<file path="src/rtl/branch_predictor.sv">
// Direct-mapped branch target buffer with 2-bit saturating direction counters.
// Looks up the fetch PC combinationally, trains on branches resolved in MEM,
// flags mispredictions and keeps saturating branch/mispredict statistics.
module branch_predictor #(
  parameter int ENTRIES = 8,
  parameter int IDX_W   = $clog2(ENTRIES),
  parameter int TAG_W   = 30 - IDX_W
) (
  input  logic        CLK,
  input  logic        nRST,
  input  logic [31:0] if_pc,
  output logic        pred_hit,
  output logic        pred_taken,
  output logic [31:0] pred_npc,
  input  logic        upd_en,
  input  logic [31:0] upd_pc,
  input  logic        upd_taken,
  input  logic [31:0] upd_target,
  input  logic        upd_pred_taken,
  output logic        mispredict,
  output logic [31:0] br_count,
  output logic [31:0] mispred_count
);

  // Gray-style ordering: bit 1 is the prediction, one bit flips per step.
  typedef enum logic [1:0] {
    NH = 2'b00,
    NS = 2'b01,
    TS = 2'b11,
    TH = 2'b10
  } bpred_t;

  logic               valid   [ENTRIES];
  logic [TAG_W-1:0]   tags    [ENTRIES];
  logic [31:0]        targets [ENTRIES];
  bpred_t             states  [ENTRIES];

  logic [IDX_W-1:0]   if_idx;
  logic [TAG_W-1:0]   if_tag;
  logic [IDX_W-1:0]   upd_idx;
  logic [TAG_W-1:0]   upd_tag;
  logic               upd_hit;
  logic               unused_pc_low;

  // Saturating counter step: advance toward TH on taken, toward NH otherwise.
  function automatic bpred_t next_state(input bpred_t s, input logic taken);
    bpred_t n;
    n = s;
    if (taken) begin
      case (s)
        NH:      n = NS;
        NS:      n = TS;
        TS:      n = TH;
        default: n = TH;
      endcase
    end else begin
      case (s)
        TH:      n = TS;
        TS:      n = NS;
        NS:      n = NH;
        default: n = NH;
      endcase
    end
    return n;
  endfunction

  // Statistics counters stick at all-ones instead of wrapping.
  function automatic logic [31:0] sat_inc(input logic [31:0] v);
    return (v == 32'hFFFF_FFFF) ? v : v + 32'd1;
  endfunction

  assign if_idx  = if_pc[IDX_W+1:2];
  assign if_tag  = if_pc[31:IDX_W+2];
  assign upd_idx = upd_pc[IDX_W+1:2];
  assign upd_tag = upd_pc[31:IDX_W+2];

  // Instruction PCs are word aligned; the byte-offset bits carry no information.
  assign unused_pc_low = ^{if_pc[1:0], upd_pc[1:0]};

  // Fetch-side lookup: reads the table as it stood before this cycle's update.
  always_comb begin
    pred_hit   = valid[if_idx] && (tags[if_idx] == if_tag);
    pred_taken = pred_hit && states[if_idx][1];
    pred_npc   = pred_taken ? targets[if_idx] : (if_pc + 32'd4);
  end

  // Resolution-side tag compare and misprediction flag.
  always_comb begin
    upd_hit    = valid[upd_idx] && (tags[upd_idx] == upd_tag);
    mispredict = upd_en && (upd_pred_taken != upd_taken);
  end

  // Table training: advance counter on hit, allocate on taken miss.
  always_ff @(posedge CLK) begin
    if (!nRST) begin
      for (int i = 0; i < ENTRIES; i++) begin
        valid[i]   <= 1'b0;
        tags[i]    <= '0;
        targets[i] <= 32'd0;
        states[i]  <= NH;
      end
    end else if (upd_en) begin
      if (upd_hit) begin
        states[upd_idx] <= next_state(states[upd_idx], upd_taken);
        if (upd_taken) begin
          targets[upd_idx] <= upd_target;
        end
      end else if (upd_taken) begin
        valid[upd_idx]   <= 1'b1;
        tags[upd_idx]    <= upd_tag;
        targets[upd_idx] <= upd_target;
        states[upd_idx]  <= TS;
      end
    end
  end

  // Branch and misprediction statistics for the CPU tracker.
  always_ff @(posedge CLK) begin
    if (!nRST) begin
      br_count      <= 32'd0;
      mispred_count <= 32'd0;
    end else if (upd_en) begin
      br_count <= sat_inc(br_count);
      if (mispredict) begin
        mispred_count <= sat_inc(mispred_count);
      end
    end
  end

endmodule
</file>
<file path="config.mk">
export PLATFORM = sky130hd
export DESIGN_NAME = branch_predictor
export DESIGN_NICKNAME = d
export VERILOG_FILES = /design/src/rtl/branch_predictor.sv
export SDC_FILE = /design/constraint.sdc
export NUM_CORES = 1
export LEC_CHECK = 0
export ABC_AREA = 1
export CELL_PAD_IN_SITES_DETAIL_PLACEMENT = 1
export CELL_PAD_IN_SITES_GLOBAL_PLACEMENT = 1
export CORE_AREA = 2 2 257 259
export CTS_CLUSTER_SIZE = 10
export DETAILED_ROUTE_END_ITERATION = 16
export DIE_AREA = 0 0 259 261
export PLACE_DENSITY = 0.8
export SYNTH_ARGS = -nofsm -noshare
export SYNTH_HDL_FRONTEND = slang
export SYNTH_SLANG_ARGS = --single-unit
</file>
<file path="constraint.sdc">
create_clock -name CLK -period 7.1 [get_ports CLK]
set_clock_uncertainty 0.2 [all_clocks]
set_input_delay 0.71 -clock CLK [delete_from_list [all_inputs] [get_ports CLK]]
set_output_delay 0.71 -clock CLK [all_outputs]
set_load 0.005 [all_outputs]
</file>
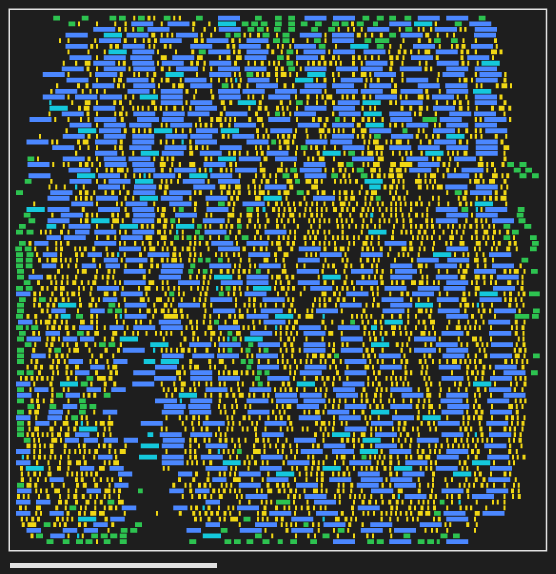
run_1/placement_by_type.png
The bar under the picture is 100 um long.
| class | colour | cells | share of their area |
|---|---|---|---|
| sequential cells | blue | 560 | 49% |
| clock drivers and dummy loads | cyan | 106 | 5.9% |
| remaining buffers and delay cells | green | 249 | 7.3% |
| combinational and other logic | yellow | 2877 | 38% |
fraction of area in registers: 47.06%
Placeable Area: 65040 um^2
Non-Filler Cell Area, Final: 34200 um^2
site row count: 94

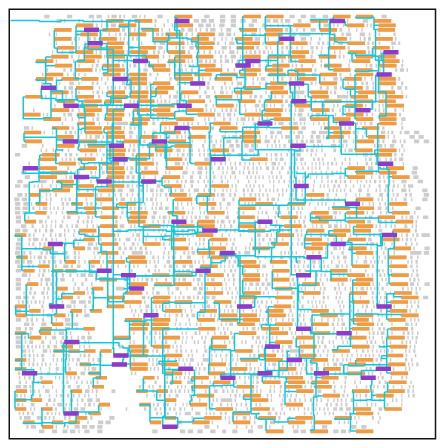
run_1/clk_routes.png
[flip-flops] orange | count: 560
[clock drivers] purple | count: 68
[clock wires] cyan | length: 7730 um
flops lie: widely spread

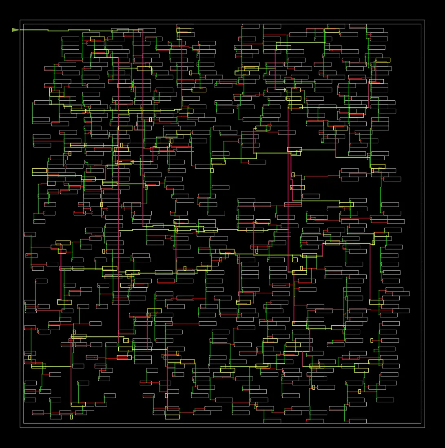
run_1/clocks.png
P_clk: 3220 uW
flop count: 560
clock network latency to the later pin of the worst-skew pair: 0.60 ns
total number of clock tree sinks: 560
number of buffers added by the clock tree synthesis step: 68

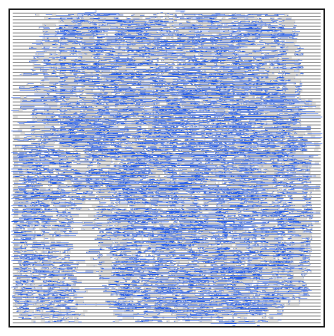
run_1/layer_met1.png
Supply wires on this layer in grey. Cells faint in the background.
longest straight run: 59.8 um
main direction: horizontal
nets with wire on the layer: 3629
Routed Wire Length: 107.4 mm
via total after detailed routing: 26.72k
met1 Usage GRT: 38.24%

==> run notes, run 1 <==
Summary of implementation figures.

Final layout
The library cell used most frequently in the layout, excluding fill and tap cells, is sky130_fd_sc_hd__nor2_1. Compared with the post-synthesis result, the final layout area differs by 15.44%. The register cell area after layout is 16100 um^2. The core utilization of the finished layout is 52.59%. The post-route netlist has 4.668% of its cells at a drive strength greater than 1. The combined area of the multi-input logic cells is 11300 um^2.

The filler cells instantiated in the layout total 7767. In the layout the commonest cells are 816 x sky130_fd_sc_hd__nor2_1, 813 x sky130_fd_sc_hd__nand2_1, 488 x sky130_fd_sc_hd__edfxtp_1. For this run, the post-layout net count is 3860.

Floorplan
The chip footprint is 67600 um^2. Before placement the cells fill 45.56% of the core. During I/O placement, the number of pins put on the boundary was 200. From bottom edge to top edge, the die measures 261 um. In this run the horizontal extent of the chip is 259 um.

Synthesis
The area of the mapped netlist is 29630 um^2. The post-synth net total is 3737. For reference, the top cells by area after synthesis are sky130_fd_sc_hd__edfxtp_1 49%, sky130_fd_sc_hd__nand2_1 10%, sky130_fd_sc_hd__nor2_1 10%, sky130_fd_sc_hd__dfxtp_1 4.9%, sky130_fd_sc_hd__o21ai_0 4.4%. The instance tally after logic synthesis is 3633. The post-synth count of flops with an enable pin is 488. The number of register bits inferred by synthesis is 560.

The biggest area consumer among synthesized cells is sky130_fd_sc_hd__edfxtp_1. For this run, the number of Yosys warnings is 0. Synthesis instantiated 45 different standard cells from the library. For this run, asynchronously set or reset flops after synthesis account for 0%. Each instance of the synthesized netlist takes up on average 8.156 um^2. Counting instances in the post-synthesis netlist gives the leading cell types as 821 x sky130_fd_sc_hd__nand2_1, 816 x sky130_fd_sc_hd__nor2_1, 488 x sky130_fd_sc_hd__edfxtp_1, 322 x sky130_fd_sc_hd__inv_1, 263 x sky130_fd_sc_hd__o21ai_0.

Yosys stat counts 3633 cells in the synthesized netlist. Among all cell types in the netlist, the one instantiated most often is sky130_fd_sc_hd__nand2_1. Sequential elements use 54.32% of the synthesized area. The yosys-reported design area after synthesis is 29630 um^2. The leading register cell type out of synthesis is sky130_fd_sc_hd__edfxtp_1. The area fraction of the dominant cell type after synthesis is 49.46%.

Worst hold path
The path with the worst hold slack has its endpoint at valid[4]. The path class of the tightest hold or removal check is flop to flop. The worst min-delay path startpoint is valid[4]. The number of cells on the worst hold path is 2.

Global route
The number of antenna violations at the first check in global routing was 11. The global routing usage on met2 is 53.48%. Global route summary, busiest routing layer listed as met2. Entering global routing, the biggest net connects 136 pins.

The global routing met3 resource utilization is 5.362%. Recorded from the global router log, the overflow total was 0. The overall routing resource usage is 31.31%. The first global-routing pass estimated 160.2 mm of wire.

The via count of the first global-routing pass came to 27.76k.

Worst setup path
Counting cells, the worst reg-to-reg path comes to 15. The worst setup path is launched from an input port. The endpoint class of the critical path is an output port. The end of the worst register-to-register path is tags[6][6].

The beginning of the worst register-to-register path is tags[2][17]. The most numerous cell on the critical path is sky130_fd_sc_hd__nand2_1. The buffer-and-inverter tally for the worst setup path is 4. The maximum fanout along the worst path is 130. The required time of the critical path is 6.19 ns. The delay of the slowest cell on the worst path is 0.70 ns. Traced cell by cell, the critical path runs through buf_8 -> inv_4 -> o21ai_0 -> nand3_1 -> nand2_1 -> nand2_1 -> nand2_1 -> nand2_1 -> nor2_1 -> nand3_1 -> inv_1 -> nand3_2 -> o21ai_0 -> clkdlybuf4s50_1.

According to the timing report, the arrival time at the worst endpoint equals 5.09 ns. The setup check on the worst reg-to-reg path leaves a slack of 3.52 ns. The gate family responsible for the most delay along the worst path is buffers and inverters. The critical path's slowest cell is sky130_fd_sc_hd__o21ai_0. The setup path with the least slack is of type input port to output port.

Clock network
The TritonCTS clock tree is done. Looking at the worst setup and hold paths, the clock pins of their registers show a slew of 0.05 ns. The post-cts gate resize count is 0. The clock passes through at most 3 buffers. The number of setup buffers added after CTS is 0. The number of hold buffers added after CTS is 0. The tree is rooted in a sky130_fd_sc_hd__clkbuf_16. Per the CTS log, the maximum H-tree level is 3.

Drt
The routed wire length per instance is 23.03 um. The highest metal layer carrying signal wires in the routed design is met5. The routed design uses 7.846 mm of met3 wire.

The total met2 wirelength after detailed routing is 51.81 mm. The detail route stage leaves a number of antenna-violating nets equal to 0. The count of unresolved DRC violations after routing is 0. The first TritonRoute pass finished after 5 iterations. The total routed wire length on the met1 layer is 42.55 mm. In the routed layout, each cell is associated on average with a via count of 5.728.

The DRC marker count from the first detailed-route iteration is 2109.

Final timing
The count of final hold-check violations is 0. The post-layout period usage of the worst path is 84.53%. The total setup violations reported at the end of the flow is 0.

Setup repair after global routing left no endpoint under its margin. The number of pins with negative max-slew slack in the final report is 0. The transition time at the pin with the least slew margin is 1.205 ns. Per the slew report, the remaining headroom to the max-slew limit stands at 19.38%. The tightest hold path in the finished design has a slack of 0.2984 ns. For the final routed database, the setup TNS stands at 0 ns. Counting I/O delays and the setup requirement, the final critical path takes 6.002 ns. The highest attainable clock frequency is 166.6 MHz.

Power and ir drop
The post-route total power is 7941 uW. The proportion of power drawn by flip-flops and latches is 47.8%. The switching share of total power is 26.29%.

The net switching power is 2088 uW. The script extracted a total leakage power of 0.01377 uW. Combinational logic burns 11.7% of the power.

Power spread over the standard cell area amounts to 232.2 nW/um^2. The worst VDD IR drop from the latest analysis is 0.1529 mV. The clock network burns 40.5% of the power. The internal portion of the total power is 5853 uW.

Flow run
Across the run, the number of max-cap violations was 0. OpenROAD emitted warnings numbering 34.

Placed design
The count of port buffers added during placement is 197. Once detailed placement completed, the half-perimeter wirelength came to 66.35 mm. The final weighted congestion in routability-driven placement is 0.8876.

Run status
The flow ran to the end, and the final reports show no timing, DRC or antenna violations.
## run 1: cell families after synthesis
group,count (synthesis),synth area share (%)
adders and majority gates,3,0.1267
buffers and inverters,550,7.593
xor gates and xnor gates,41,1.212
and+or+nand+nor,1999,27.40
AOI/OAI and AO/OA,480,9.349
DFF,560,54.32
## run 1: through the flow
step	instances	setup WS [ns]	area, um^2
floorplan	3633	3.519	29630
global placement	4550	1.365	32220
detailed placement	4550	1.282	32220
CTS	4656	1.270	34180
global route	4663	0.8631	34200
finish	4664	1.098	34200
## run 1: power groups by stage
stage	combinational [uW]	sequential (uW)	clock (uW)
final	927	3800	3220
after global routing	1010	3810	3350
after CTS	919	3800	3240
after detailed placement	910	3860	0
after global placement	886	3850	0
after floorplan	538	3840	0
## run 1: cell type report
| cell class | count | area share [%] |
|---|---|---|
| Tap cell | 864 | 3.161 |
| Multi-Input combinational cell | 2523 | 33.05 |
| Inverter | 354 | 3.899 |
| Antenna cell | 8 | 0.05853 |
| Sequential cell | 560 | 47.06 |
| Clock buffer | 98 | 5.549 |
| Clock inverter | 8 | 0.2012 |
| Timing Repair Buffer | 249 | 7.023 |
## run 1: flip-flops by register name (all words and copies together), names as in the netlist
name           count
br_count          32
mispred_count     32
tags             216
states            16
targets          256
valid              8
## run 1: worst max path at each step
| stage | startpoint | end | slack (ns) | cells after the start |
|---|---|---|---|---|
| 6_report | if_pc[2] | pred_npc[27] | 1.10 | 14 |
| 5_1_grt | if_pc[2] | pred_npc[20] | 0.86 | 15 |
| 4_1_cts | if_pc[2] | pred_npc[17] | 1.27 | 15 |
| 3_5_place_dp | if_pc[2] | pred_npc[17] | 1.28 | 15 |
| 3_3_place_gp | if_pc[2] | pred_npc[17] | 1.36 | 15 |
| 2_1_floorplan | upd_pc[2] | tags[6][0] | 3.52 | 18 |
run_1/sizes.png
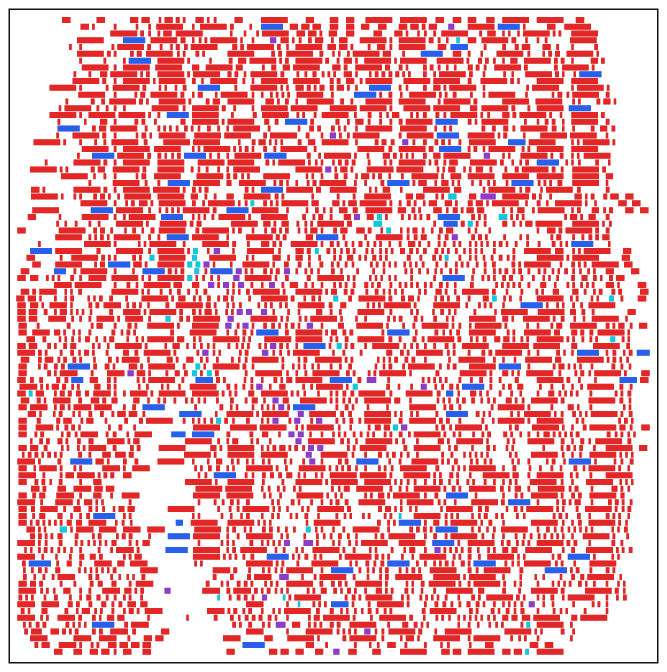

==> run 2, diff against run 1 <==
Settings changed: CORE_AREA 2 2 257 259 to 2 2 272 274, DIE_AREA 0 0 259 261 to 0 0 274 276, PLACE_DENSITY 0.8 to 0.75.
Clock period 7.1 ns to 5.4 ns, I/O delays scaled along.
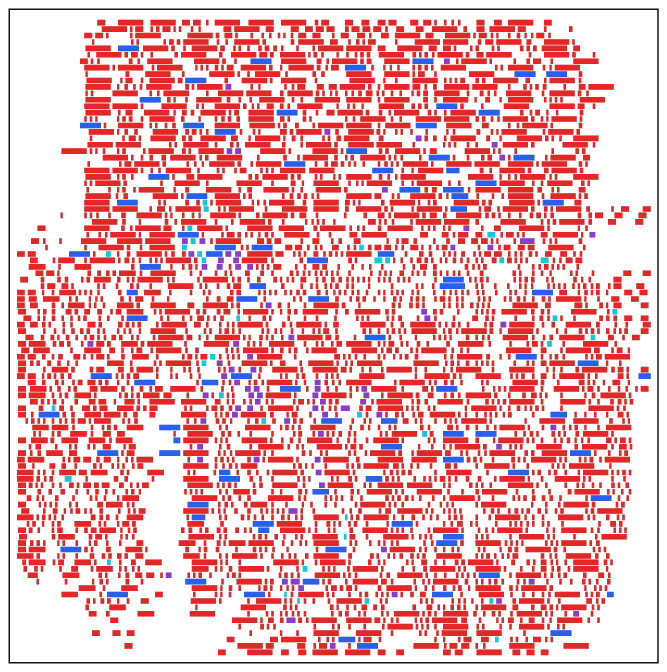
run_2/sizes.png
| size | colour | cells | share |
|---|---|---|---|
| _3 and _4 cells | purple | 81 | 2.1% |
| _2 cells | cyan | 36 | 0.94% |
| _6 and larger | blue | 94 | 2.5% |
| _0 and _1 cells | red | 3615 | 94% |
worst-case setup margin in the final layout: 0.6775 ns
non-clock buffer count in the final layout: 281
Non-Filler Cell Area, Final: 34730 um^2
area growth from synthesis to layout: 17.20%

==> run 2 against run 1 <==
Against the previous run: total power up 33%; cell area grew 1.5%; cell count rose by 2.7%; die size rose by 12%; wire length rose by 0.51%; synthesized area stayed put; synthesized cell count unchanged; via count down 0.73%; sequential power is 31% higher; combinational power is 35% higher; critical endpoint is now pred_npc[30]; largest cell class unchanged.
==> run notes, run 2 <==
Summary of implementation figures.

Synthesis
The area fraction of the dominant cell type after synthesis is 49.46% (unchanged). The xor-xnor portion of the synthesized cell area is 1.212% (unchanged). The multiplexer fraction of the synthesized cell area was 0% (unchanged).

The area of the mapped netlist is 29630 um^2 (unchanged). The yosys-reported design area after synthesis was 29630 um^2 (unchanged). The post-synthesis share of cell area spent on full adders, half adders and majority gates is 0.1267% (unchanged). Sorting the synthesized cells by how often they occur yields 821 x sky130_fd_sc_hd__nand2_1, 816 x sky130_fd_sc_hd__nor2_1, 488 x sky130_fd_sc_hd__edfxtp_1, 322 x sky130_fd_sc_hd__inv_1, 263 x sky130_fd_sc_hd__o21ai_0. The count of warnings emitted by yosys is 0 (unchanged). The complex-gate fraction of the synthesized area is 9.349% (unchanged).

The fraction of registers with async set/reset came to 0% (unchanged). The leading register cell type out of synthesis is sky130_fd_sc_hd__edfxtp_1. The dominant combinational cell family by area after synthesis is simple AND/OR/NAND/NOR gates. Per the synthesis report, the dominant area consumer among library cells is sky130_fd_sc_hd__edfxtp_1. The post-synth net total is 3737 (unchanged). The register area share after synthesis is 54.32% (unchanged).

Worst setup path
STA classifies the critical path endpoint as an output port. The capturing element of the worst setup path is pred_npc[30]. The delay of the slowest cell on the worst path came to 0.55 ns (-0.15 ns). By startpoint and endpoint, the worst setup path is classified as input port to output port.

The end of the worst register-to-register path is tags[1][26]. The first element of the critical path is if_pc[4]. For the worst reg-to-reg path, the startpoint reported by OpenROAD is tags[2][17].

Flow run
The reported max-cap violation count is 0 (unchanged).

Final timing
The total negative setup slack is 0 ns (unchanged). The final worst hold slack is 0.2942 ns (-0.004225 ns). The number of pins with negative max-slew slack in the final report was 0 (unchanged). After layout, the worst path uses 87.45% of the clock period.

The total setup violations reported at the end of the flow is 0 (unchanged). Per the timing report, the achievable frequency comes out to 211.8 MHz.

Global route
The overall routing resource usage is 28.25% (-3.1 points). The aggregate global routing overflow is 0 (unchanged). The via count of the first global-routing pass is 27.23k (-1.9%).

The global-route wire length before repair is 162.4 mm (+1.4%).

Floorplan
The chip footprint is 75620 um^2 (+12%). The number of cell rows is 99 (+5.3%). The well-tap cell count came to 959 (+11%). The placeable core area is 72590 um^2 (+12%). The floorplan die height came to 276 um (+5.7%). The boundary pin count is 200 (unchanged). The floorplan utilization is 40.82% (-4.7 points).

Clock network
TritonCTS built the clock tree. The number of CTS-inserted buffers is 69 (+1.5%). The H-tree depth reported by CTS is 3 (unchanged). The CTS clock-pin slew for the worst setup and hold paths is 0.05 ns (about the same). The number of buffers inserted to repair setup after CTS came to 0 (unchanged).

Drt
The DRC marker count from the first detailed-route iteration came to 2076 (-1.6%). The routed via count was 26.52k (-0.73%). The count of unresolved DRC violations after routing came to 0 (unchanged).

Final layout
The non-clock buffer area fraction after layout was 7.862% (+0.84 points). The largest registers in the layout are targets: 256 flops, tags: 216 flops. The combined area of the multi-input logic cells came to 11300 um^2 (unchanged). The number of filler cells placed in the layout is 8703 (+12%). The clock buffer count came to 98 (unchanged).

The proportion of cell area spent on the clock network came to 5.894% (+0.14 points). Leaving out fill and tap cells, the most frequent cell in the layout is sky130_fd_sc_hd__nor2_1. The flop share of the area came to 46.35% (-0.71 points). The logic share of the area is 32.55% (-0.50 points).

Worst hold path
The end of the worst hold path is valid[0]. The number of cells on the worst hold path is 2 (unchanged).

Power and ir drop
The total power density per cell area is 304.8 nW/um^2 (+31%). The post-route total power came to 10590 uW (+33%). The worst IR drop on VDD came to 0.1992 mV (+30%).

Placed design
The half-perimeter wire length after detailed placement is 69.43 mm (+4.6%). The count of port buffers added during placement is 197 (unchanged).

Run status
The flow ran to the end, and the final reports show no timing, DRC or antenna violations.
[run 2: cell types whose count changed in the layout (fill, tap and decap cells not counted)]
cell / previous run / this run
sky130_fd_sc_hd__buf_12: 4 / 11
sky130_fd_sc_hd__buf_4: 50 / 75
sky130_fd_sc_hd__bufinv_16: 0 / 1
sky130_fd_sc_hd__clkbuf_1: 25 / 22
sky130_fd_sc_hd__clkbuf_16: 71 / 73
sky130_fd_sc_hd__clkbuf_8: 2 / 3
sky130_fd_sc_hd__clkinv_1: 28 / 31
sky130_fd_sc_hd__clkinv_2: 5 / 3
sky130_fd_sc_hd__diode_2: 8 / 5
[run 2: per-layer routing]
layer	part of all wire [%]	global-route usage (%)	vias to the layer above	wire [um]
met3	7.1	4.586	189	7672
li1	-	-	12300	-
met1	42	36.95	13170	45080
met5	0.037	0	-	40
met2	48	46.89	857	51340
met4	3.6	10.76	6	3852
[run 2: stage by stage]
step / std cells / setup slack (ns) / cell area (um^2) / util [%]
after floorplan: 3633 / 1.989 / 29630 / -
after global placement: 4677 / 0.8231 / 32670 / 45.00
after detailed placement: 4677 / 0.7692 / 32670 / 45.00
after CTS: 4785 / 0.7446 / 34710 / 47.82
after global routing: 4788 / 0.4750 / 34720 / 47.84
final: 4790 / 0.6775 / 34730 / 47.84
[run 2: where the power goes]
part	total, uW	switching (uW)	internal, uW
combinational	1250	877	369
clock	4350	1810	2540
sequential	4990	71.1	4920
[run 2: worst max-delay path, delay by kind of cell]
family,cells,cell delay [ns]
XOR/XNOR,1,0.18
buffers and inverters,3,1.18
AND/OR/NAND/NOR,11,2.04
Power figures rest on the tool's default switching activity, not on a simulated workload.
